**Run 1: wiring by layer**

Two of the layers only.
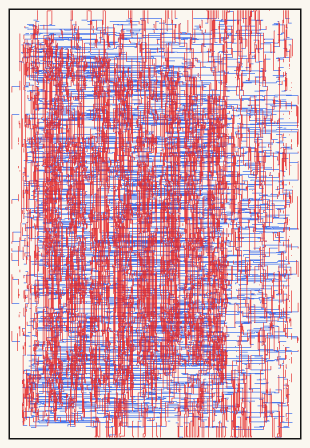
**Run 1: supply network**

Scale bar: 50 microns. Pins as bars on the die edge. Tap cells in grey.
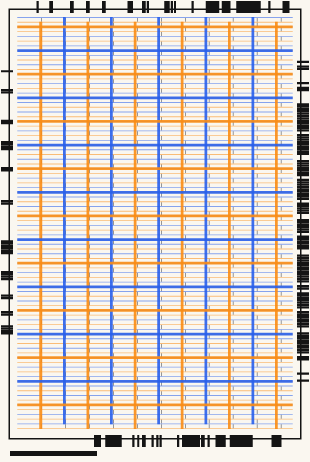
**Run 1: track usage over the die**

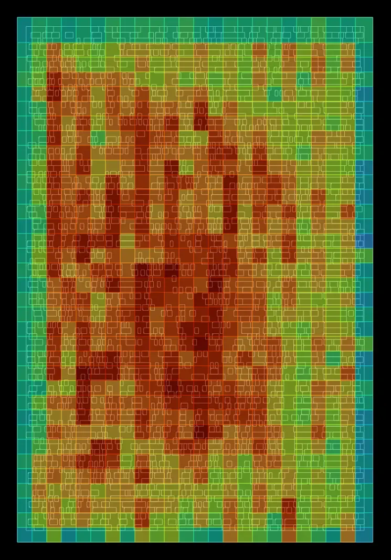
## src/rtl/rv32i_types.sv

```systemverilog
// Shared RV32I execution types: issue/writeback payloads, ALU op and operand-select encodings.
package rv32i_types;

  localparam int unsigned XLEN       = 32;
  localparam int unsigned REG_ADDR_W = 5;
  localparam int unsigned ROB_IDX_W  = 4;

  typedef enum logic [3:0] {
    alu_add  = 4'd0,
    alu_sll  = 4'd1,
    alu_sra  = 4'd2,
    alu_sub  = 4'd3,
    alu_xor  = 4'd4,
    alu_srl  = 4'd5,
    alu_or   = 4'd6,
    alu_and  = 4'd7,
    alu_slt  = 4'd8,
    alu_sltu = 4'd9
  } alu_ops;

  typedef enum logic [1:0] {
    rs1_out = 2'd0,
    pc_out  = 2'd1
  } alu_m1_sel_t;

  typedef enum logic [1:0] {
    rs2_out  = 2'd0,
    imm_out  = 2'd1,
    four_out = 2'd2
  } alu_m2_sel_t;

  typedef struct packed {
    logic                  valid;
    logic [XLEN-1:0]       pc;
    logic [REG_ADDR_W-1:0] rd_addr;
    logic [REG_ADDR_W-1:0] rs1_addr;
    logic [REG_ADDR_W-1:0] rs2_addr;
    logic [ROB_IDX_W-1:0]  rd_rob_idx;
    logic                  regf_we;
    alu_ops                aluop;
    alu_m1_sel_t           alu_m1_sel;
    alu_m2_sel_t           alu_m2_sel;
    logic [XLEN-1:0]       rs1_data;
    logic [XLEN-1:0]       rs2_data;
    logic [XLEN-1:0]       imm_sext;
  } reservation_station_t;

  typedef struct packed {
    logic                  valid;
    logic [XLEN-1:0]       pc;
    logic [REG_ADDR_W-1:0] rd_addr;
    logic [REG_ADDR_W-1:0] rs1_addr;
    logic [REG_ADDR_W-1:0] rs2_addr;
    logic [ROB_IDX_W-1:0]  rd_rob_idx;
    logic                  regf_we;
    logic [XLEN-1:0]       rd_data;
  } to_writeback_t;

  // One pipeline slot: occupancy bit plus the result it carries.
  typedef struct packed {
    logic          valid;
    to_writeback_t wb;
  } alu_stage_t;

endpackage

```

## src/rtl/alu_core.sv

```systemverilog
// Combinational ALU: operand selection and op decode for one issued instruction.
module alu_core
  import rv32i_types::*;
(
  input  alu_ops          i_aluop,
  input  alu_m1_sel_t     i_m1_sel,
  input  alu_m2_sel_t     i_m2_sel,
  input  logic [XLEN-1:0] i_rs1_data,
  input  logic [XLEN-1:0] i_rs2_data,
  input  logic [XLEN-1:0] i_imm_sext,
  input  logic [XLEN-1:0] i_pc,
  output logic [XLEN-1:0] o_aluout
);

  logic [XLEN-1:0] w_a;
  logic [XLEN-1:0] w_b;

  // Operand muxes; unlisted select encodings feed zero.
  always_comb begin
    w_a = '0;
    w_b = '0;
    case (i_m1_sel)
      rs1_out: w_a = i_rs1_data;
      pc_out:  w_a = i_pc;
      default: w_a = '0;
    endcase
    case (i_m2_sel)
      rs2_out:  w_b = i_rs2_data;
      imm_out:  w_b = i_imm_sext;
      four_out: w_b = XLEN'(4);
      default:  w_b = '0;
    endcase
  end

  // Op decode; shifts use only the low five bits of b, unknown ops give zero.
  always_comb begin
    o_aluout = '0;
    case (i_aluop)
      alu_add:  o_aluout = w_a + w_b;
      alu_sub:  o_aluout = w_a - w_b;
      alu_xor:  o_aluout = w_a ^ w_b;
      alu_or:   o_aluout = w_a | w_b;
      alu_and:  o_aluout = w_a & w_b;
      alu_sll:  o_aluout = w_a << w_b[4:0];
      alu_srl:  o_aluout = w_a >> w_b[4:0];
      alu_sra:  o_aluout = XLEN'($signed(w_a) >>> w_b[4:0]);
      alu_slt:  o_aluout = XLEN'($signed(w_a) < $signed(w_b));
      alu_sltu: o_aluout = XLEN'(w_a < w_b);
      default:  o_aluout = '0;
    endcase
  end

endmodule

```

## src/rtl/alu_pipe_unit.sv

```systemverilog
// Pipelined ALU execution unit: valid/ready issue, STAGES result slots with full
// backpressure from writeback, flush and synchronous reset drop all in-flight ops.
module alu_pipe_unit
  import rv32i_types::*;
#(
  parameter int unsigned STAGES  = 2,
  parameter bit          ZERO_X0 = 1'b1
) (
  input  logic                 clk,
  input  logic                 rst,
  input  logic                 flush,
  input  reservation_station_t next_execute,
  output logic                 ready,
  output to_writeback_t        execute_output,
  input  logic                 wb_ready,
  output logic                 busy
);

  localparam int unsigned LAST = STAGES - 1;

  logic [XLEN-1:0]   w_aluout;
  logic              w_accept;
  to_writeback_t     w_in_wb;
  logic [STAGES-1:0] w_valid;
  logic [STAGES-1:0] w_free;
  alu_stage_t        r_stage [STAGES];

  alu_core u_alu_core (
    .i_aluop    (next_execute.aluop),
    .i_m1_sel   (next_execute.alu_m1_sel),
    .i_m2_sel   (next_execute.alu_m2_sel),
    .i_rs1_data (next_execute.rs1_data),
    .i_rs2_data (next_execute.rs2_data),
    .i_imm_sext (next_execute.imm_sext),
    .i_pc       (next_execute.pc),
    .o_aluout   (w_aluout)
  );

  // Build the stage-0 payload; writes to x0 retire without touching the register file.
  always_comb begin
    w_in_wb            = '0;
    w_in_wb.pc         = next_execute.pc;
    w_in_wb.rd_addr    = next_execute.rd_addr;
    w_in_wb.rs1_addr   = next_execute.rs1_addr;
    w_in_wb.rs2_addr   = next_execute.rs2_addr;
    w_in_wb.rd_rob_idx = next_execute.rd_rob_idx;
    w_in_wb.regf_we    = next_execute.regf_we;
    w_in_wb.rd_data    = w_aluout;
    if (ZERO_X0 && (next_execute.rd_addr == '0)) begin
      w_in_wb.regf_we = 1'b0;
      w_in_wb.rd_data = '0;
    end
  end

  assign ready    = w_free[0] & ~rst & ~flush;
  assign w_accept = next_execute.valid & ready;

  for (genvar k = 0; k < STAGES; k++) begin : g_stage
    alu_stage_t w_src;

    assign w_valid[k] = r_stage[k].valid;
    // A slot can load when some slot from here to the tail is empty, or writeback drains the tail.
    assign w_free[k]  = wb_ready | ~(&w_valid[LAST:k]);

    if (k == 0) begin : g_head
      assign w_src = '{valid: w_accept, wb: w_in_wb};
    end else begin : g_body
      assign w_src = r_stage[k-1];
    end

    // Slot register: cleared by reset/flush, loads from upstream when free, otherwise holds.
    always_ff @(posedge clk) begin
      if (rst || flush) begin
        r_stage[k].valid <= 1'b0;
      end else if (w_free[k]) begin
        r_stage[k] <= w_src;
      end
    end
  end

  // Present the tail slot; all fields read as zero when it is empty.
  always_comb begin
    execute_output = '0;
    if (w_valid[LAST]) begin
      execute_output       = r_stage[LAST].wb;
      execute_output.valid = 1'b1;
    end
  end

  assign busy = |w_valid;

endmodule

```

## config.mk

```make
export PLATFORM = sky130hd
export DESIGN_NAME = alu_pipe_unit
export DESIGN_NICKNAME = d
export VERILOG_FILES = /design/src/rtl/rv32i_types.sv /design/src/rtl/alu_core.sv /design/src/rtl/alu_pipe_unit.sv
export SDC_FILE = /design/constraint.sdc
export NUM_CORES = 1
export LEC_CHECK = 0
export CAP_MARGIN = 15
export CELL_PAD_IN_SITES_DETAIL_PLACEMENT = 1
export CELL_PAD_IN_SITES_GLOBAL_PLACEMENT = 1
export CORE_ASPECT_RATIO = 1.5
export CORE_MARGIN = 4
export CORE_UTILIZATION = 43
export CTS_CLUSTER_DIAMETER = 30
export DETAILED_ROUTE_END_ITERATION = 8
export PLACE_DENSITY_LB_ADDON = 0.1
export SYNTH_ARGS = -nofsm -noshare
export SYNTH_HDL_FRONTEND = slang
export SYNTH_SLANG_ARGS = --single-unit
```

## constraint.sdc

```tcl
create_clock -name clk -period 11.55 [get_ports clk]
set_clock_uncertainty 0.15 [all_clocks]
set_input_delay 2.8875 -clock clk [delete_from_list [all_inputs] [get_ports clk]]
set_output_delay 2.8875 -clock clk [all_outputs]
set_load 0.03 [all_outputs]
```

==> impl_metrics.tcl, run 1 <==
# flow metrics
set metrics [dict create \
    clkTransAtPathRegs_ps 90 \
    grt_pass1_wl_mm 105.0 \
    drt_iter0_markers 1331 \
    min_period_over_period_pct 69.72 \
    worst-setup-path-type "input port to flop" \
    avgSynthCellArea_sq_um 8.903 \
    cts_tree "yes" \
    power-top-group "sequential cells" \
    warnings 91 \
    ios 248 \
    dp_slack_ps 3062 \
    drive_gt1_share_pct 10.51 \
    critPathMaxFanout 53 \
    crit_family "AND-OR/OR-AND gates" \
    numSynthFlops 170 \
    rows 87 \
    port-buffer-count 247 \
    nets 2284 \
    die-area_sq_um 41130 \
    final_util_pct 52.93 \
    path_cells "buf_2 > inv_1 > nand2_2 > buf_4 > inv_2 > ha_1 > fa_1 > a211o_1 > a311oi_2 > a211oi_1 > o31ai_1 > a31oi_1 > mux2i_1 > a31o_2 > a31oi_1" \
    finalSetupViolCount 0 \
    max_cap_violations 0 \
    fp_util_pct 43.38 \
    internal-power_uw 1278 \
    syn_area_sq_um 16290 \
    clkPwrFrac_pct 29.0 \
    pwr_density_cell_nw_per_um2 102.5 \
    layout.cells.most_common_list "clkdlybuf4s50_1, edfxtp_1, nor2_1, a21oi_1, mux2i_1" \
    powerClk_uw 590 \
    fin_tns_setup_ps 0 \
    synth_nets 2090 \
    ys_types 90 \
    netSwitchingFraction_pct 37.27 \
    regMostFlops "r_stage" \
    synthTopCellsByArea "edfxtp_1, mux2i_1, ha_1, a21oi_1, mux4_2" \
    combPwrFrac_pct 34.8 \
    fmax_mhz 124.2 \
    required_ps 11600 \
    stdcell_area_sq_um 19880 \
    htreeDepth 4 \
    clk_path_buf_depth 2 \
    worst_slack_ps 3497 \
    dp.cells 2493 \
    fin_cells 2527 \
    hold_ws_ps 268.4 \
    rsz0062_at_grt "no" \
    antenna_found_initial 2 \
    dp_hpwl_mm 54.94 \
    hold_violations 0 \
    reg.largest.list "r_stage x170" \
    slew_viol_final 0 \
    crit_path_end_kind "flop" \
    syn2layout_area_growth_pct 22.01 \
    ant_nets 0 \
    comb-power_uw 709 \
    cts.sinks 170 \
    tightest_slew_ps 1169 \
    grt-ovfl-total 0 \
    status "complete, no violations" \
    async_flop_share_pct 0 \
    start_kind "input port" \
    synth-edff-count 170 \
    critPathArrivalTime_ps 8110 \
    p_seq_uw 738 \
    power.total_uw 2037 \
    slowest_delay_ps 730 \
    yosys_warnings 0 \
    slowest_stage "buf_2" \
    cp_common_cell "a31oi_1" \
    clk_latency_ps 460 \
    cts-buffers-inserted 17 \
    leakage_uw 0.007616 \
    grt_max_degree 62 \
    min_period_ps 8053 \
    holdBufCountCts 0 \
    cts_resized 0 \
    post_drt_wl_per_cell_microns 27.86 \
    yosys.area.top_type "edfxtp_1" \
    routed_wl_mm 70.40 \
    hold_path_class "flop to flop" \
    top_cell_area_share_pct 31.33 \
    vias_per_cell 6.432 \
    gp_congestion 0.9982 \
    synth_cells 1830 \
    yosys_area_sq_um 16290 \
    ff_type "edfxtp_1" \
]
About 'wiring by layer':
met2: marked red, wire length 33.9 mm. met1: marked blue, wire length 27.5 mm.

About 'supply network':
VSS: marked orange. VDD: marked blue.
11 straps on met4. The core has 87 rows. 17 straps on met5. 248 signal pins sit on the boundary. 88 met1 rails follow the rows.
area of the core: 37550 sq um
die width: 166.9 microns
Max VDD drop: 103.9 uV

About 'track usage over the die':
met1 usage: 40.59%
met3 usage: 4.864%
gr usage total: 33.32%

==> run 1: synth_stat cells (12+ instances only) <==
master    number
o21bai_1      18
mux2_2        25
mux4_2        27
and2_1        93
edfxtp_1     170
nor2_1       159
nand2_1      101
inv_1         96
a31oi_1       32
ha_1          97
nor4_1        23
a211oi_1      49
o31ai_1       19
xnor2_1       22
o211ai_1      21
o22ai_1       26
a221oi_1      12
a22oi_1       14
or2_2         37
clkbuf_1      88
a21oi_1      145
buf_2         24
nand3_1       29
o21ai_0       88
nor3_1        51
mux2i_1      135
a21o_1        17
o221ai_1      15
==> run 1: worst paths after layout <==
path	from	endpoint	slack [ps]	cells after the start
setup reg to reg	r_stage[1][85]	r_stage[1][33]	8770	4
setup / recovery	next_execute[97]	r_stage[0][28]	3500	15
hold reg to reg	r_stage[0][58]	r_stage[1][58]	270	0
hold / removal	r_stage[0][58]	r_stage[1][58]	270	0
==> run 1: layout make-up <==
class	instances	area [sq um]
inverter	101	381.6
timing repair buffer	306	2893
clock inverter	15	173.9
tap	489	611.8
clock buffer	17	425.4
antenna	1	2.502
fill	4361	17680
multi-input combinational	1428	10280
sequential	170	5105
==> run 1: per-layer routing <==
metal | part of all wire (%) | GRT usage [%] | vias up
li1 | - | - | 7260
met1 | 39 | 40.59 | 8071
met2 | 48 | 56.17 | 728
met3 | 6.2 | 4.864 | 193
met4 | 6.5 | 19.34 | 2
met5 | 0.018 | 0 | -
==> run 1: cells by family after synthesis <==
group                      synth area share [%]
AOI/OAI and AO/OA                         22.59
xor gates and xnor gates                  1.183
adders and majority gates                 7.695
buffers and inverters                     5.821
DFF                                       31.33
muxes                                     13.89
and+or+nand+nor                           17.49
==> inputs of run 2 (changes only) <==
==> constraint.sdc (replaced) <==
create_clock -name clk -period 7.5 [get_ports clk]
set_clock_uncertainty 0.15 [all_clocks]
set_input_delay 1.875 -clock clk [delete_from_list [all_inputs] [get_ports clk]]
set_output_delay 1.875 -clock clk [all_outputs]
set_load 0.03 [all_outputs]
**Run 2: track usage over the die**

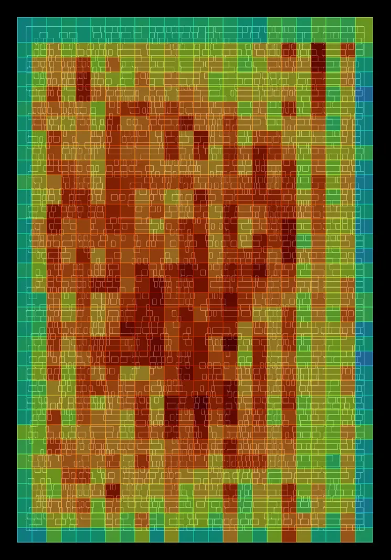
GR Util met2: 58.93%
Final Util: 53.31%
WL/cell: 29.45 microns

==> impl_metrics.tcl, run 2 <==
# flow metrics
set metrics [dict create \
    multi_input_comb_cells 1428 \
    slowest_delay_ps 610 \
    cts_resized 0 \
    ys_types 90 \
    finalSetupViolCount 0 \
    yosys.area.top_type "edfxtp_1" \
    syn2layout_area_growth_pct 22.88 \
    clk_latency_ps 470 \
    numSynthFlops 170 \
    die_w_microns 166.9 \
    power.total_uw 3184 \
    nWellTaps 489 \
    buffers_excl_clock 320 \
    stdcell_area_sq_um 20020 \
    sh_comb_area_pct 51.40 \
    ant_nets 0 \
    nets 2298 \
    slowest_stage "o21ai_0" \
    leakage_uw 0.007701 \
    cp_num_cells 13 \
    holdBufCountCts 0 \
    seq_share_pct 25.50 \
    regMostFlops "r_stage" \
    status "complete, no violations" \
    avgSynthCellArea_sq_um 8.903 \
    critPathMaxFanout 16 \
    hold_violations 0 \
    logic_area_sq_um 10290 \
    tightest_slew_ps 1117 \
    synth-edff-count 170 \
    clkTransAtPathRegs_ps 80 \
    path_cells "buf_2 > buf_4 > mux2i_1 > nor2_1 > ha_1 > and2_1 > a22o_1 > o41ai_1 > o211ai_1 > o21ai_0 > mux2i_1 > o21ai_0 > a31oi_1" \
    vias_per_cell 6.573 \
    netlist_top_cells_count "edfxtp_1, nor2_1, a21oi_1" \
    slew_viol_final 0 \
    clk_share_pct 3.012 \
    port-buffer-count 247 \
    buffer_area_share_pct 15.11 \
    largest_class "multi-input combinational cells" \
    top_cell "edfxtp_1" \
    cts-buffers-inserted 17 \
    n_clock_buffer 17 \
    yosys_warnings 0 \
    critPathArrivalTime_ps 6500 \
    ios 248 \
    max_cap_violations 0 \
    rsz0062_at_grt "no" \
    layout.cells.most_common_list "clkdlybuf4s50_1, edfxtp_1, nor2_1, a21oi_1, mux2i_1" \
    dp_hpwl_mm 59.25 \
    syn_area_sq_um 16290 \
    r2r_setup_slack_ps 4670 \
    cp-endpoint "r_stage[0][30]" \
    track_usage_pct 35.22 \
    grt_max_degree 64 \
    required_ps 7540 \
    pwr_density_cell_nw_per_um2 159.1 \
    die-area_sq_um 41130 \
    peakVddDrop_uv 169.0 \
    synthTopCellsByArea "edfxtp_1, mux2i_1, ha_1, a21oi_1, mux4_2" \
    routed_wl_mm 74.84 \
    drive_gt1_share_pct 11.12 \
    hold_path_class "flop to flop" \
    cts.sinks 170 \
    reg.largest.list "r_stage x170" \
    worst_slack_ps 1038 \
    synth_cells 1830 \
    inv_count 101 \
    worst-setup-path-type "input port to flop" \
    htreeDepth 4 \
    fin_tns_setup_ps 0 \
    fp_util_pct 43.38 \
    rr_startpoint "r_stage[1][85]" \
    worstRegToRegCells 4 \
    crit_family "AND-OR/OR-AND gates" \
    top_cell_area_share_pct 31.33 \
    nFillCells 4333 \
]
**Run 2: the metal 4 layer**

Cells faint in the background.
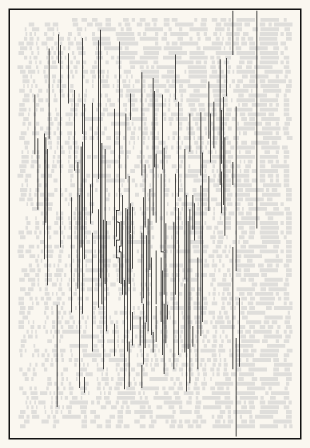
The layer carries 5660 microns of wire. The wires run mostly vertical. The longest straight run is 143 microns. The layer holds 7.6% of the routed length. 89 nets have wire on it.

run 2: kinds of logic (layout without fill, tap and decap cells):
group / count (synthesis) / after routing / synth area share [%]
fa+ha+maj: 99 / 99 / 7.695
mux: 189 / 189 / 13.89
flops: 170 / 170 / 31.33
other cells: 0 / 1 / 0
simple gates: 566 / 566 / 17.49
buf+inv: 232 / 453 / 5.821
compound gates: 552 / 552 / 22.59
xor+xnor: 22 / 22 / 1.183
run 2: report_power, final:
group | switching [uW] | total, uW | internal, uW
Clock | 443 | 919 | 476
Combinational | 717 | 1130 | 411
Sequential | 21.7 | 1140 | 1110
run 2: worst min path at each step:
stage / slack, ps / startpoint / endpoint / depth (start not counted)
2_1_floorplan: 250 / r_stage[0][0] / r_stage[1][0] / 0
3_3_place_gp: 250 / r_stage[0][62] / r_stage[1][62] / 0
3_5_place_dp: 260 / r_stage[0][54] / r_stage[1][54] / 0
4_1_cts: 260 / r_stage[0][32] / r_stage[1][32] / 0
5_1_grt: 280 / r_stage[0][32] / r_stage[1][32] / 0
6_report: 270 / r_stage[0][32] / r_stage[1][32] / 0
run 2: stage by stage:
step | hold WS [ps] | util, %
finish | 265.1 | 53.31
global route | 276.6 | 53.31
CTS | 262.8 | 53.30
detailed placement | 256.2 | 51.69
global placement | 250.4 | 51.69
floorplan | 250.3 | -
run 2: metal layers:
layer,GRT usage (%),vias to the layer above,wire (microns)
met4,22.25,2,5657
li1,-,7294,-
met1,42.62,8344,28660
met2,58.93,829,35910
met3,4.960,234,4592
met5,0,-,20
run 2: worst register-to-register path: stages (launching register included):
cell and delay [ps]:
edfxtp_1 700, nor2b_1 370, nor3_4 140, buf_4 320
buf_4 680
Power figures rest on the tool's default switching activity, not on a simulated workload.
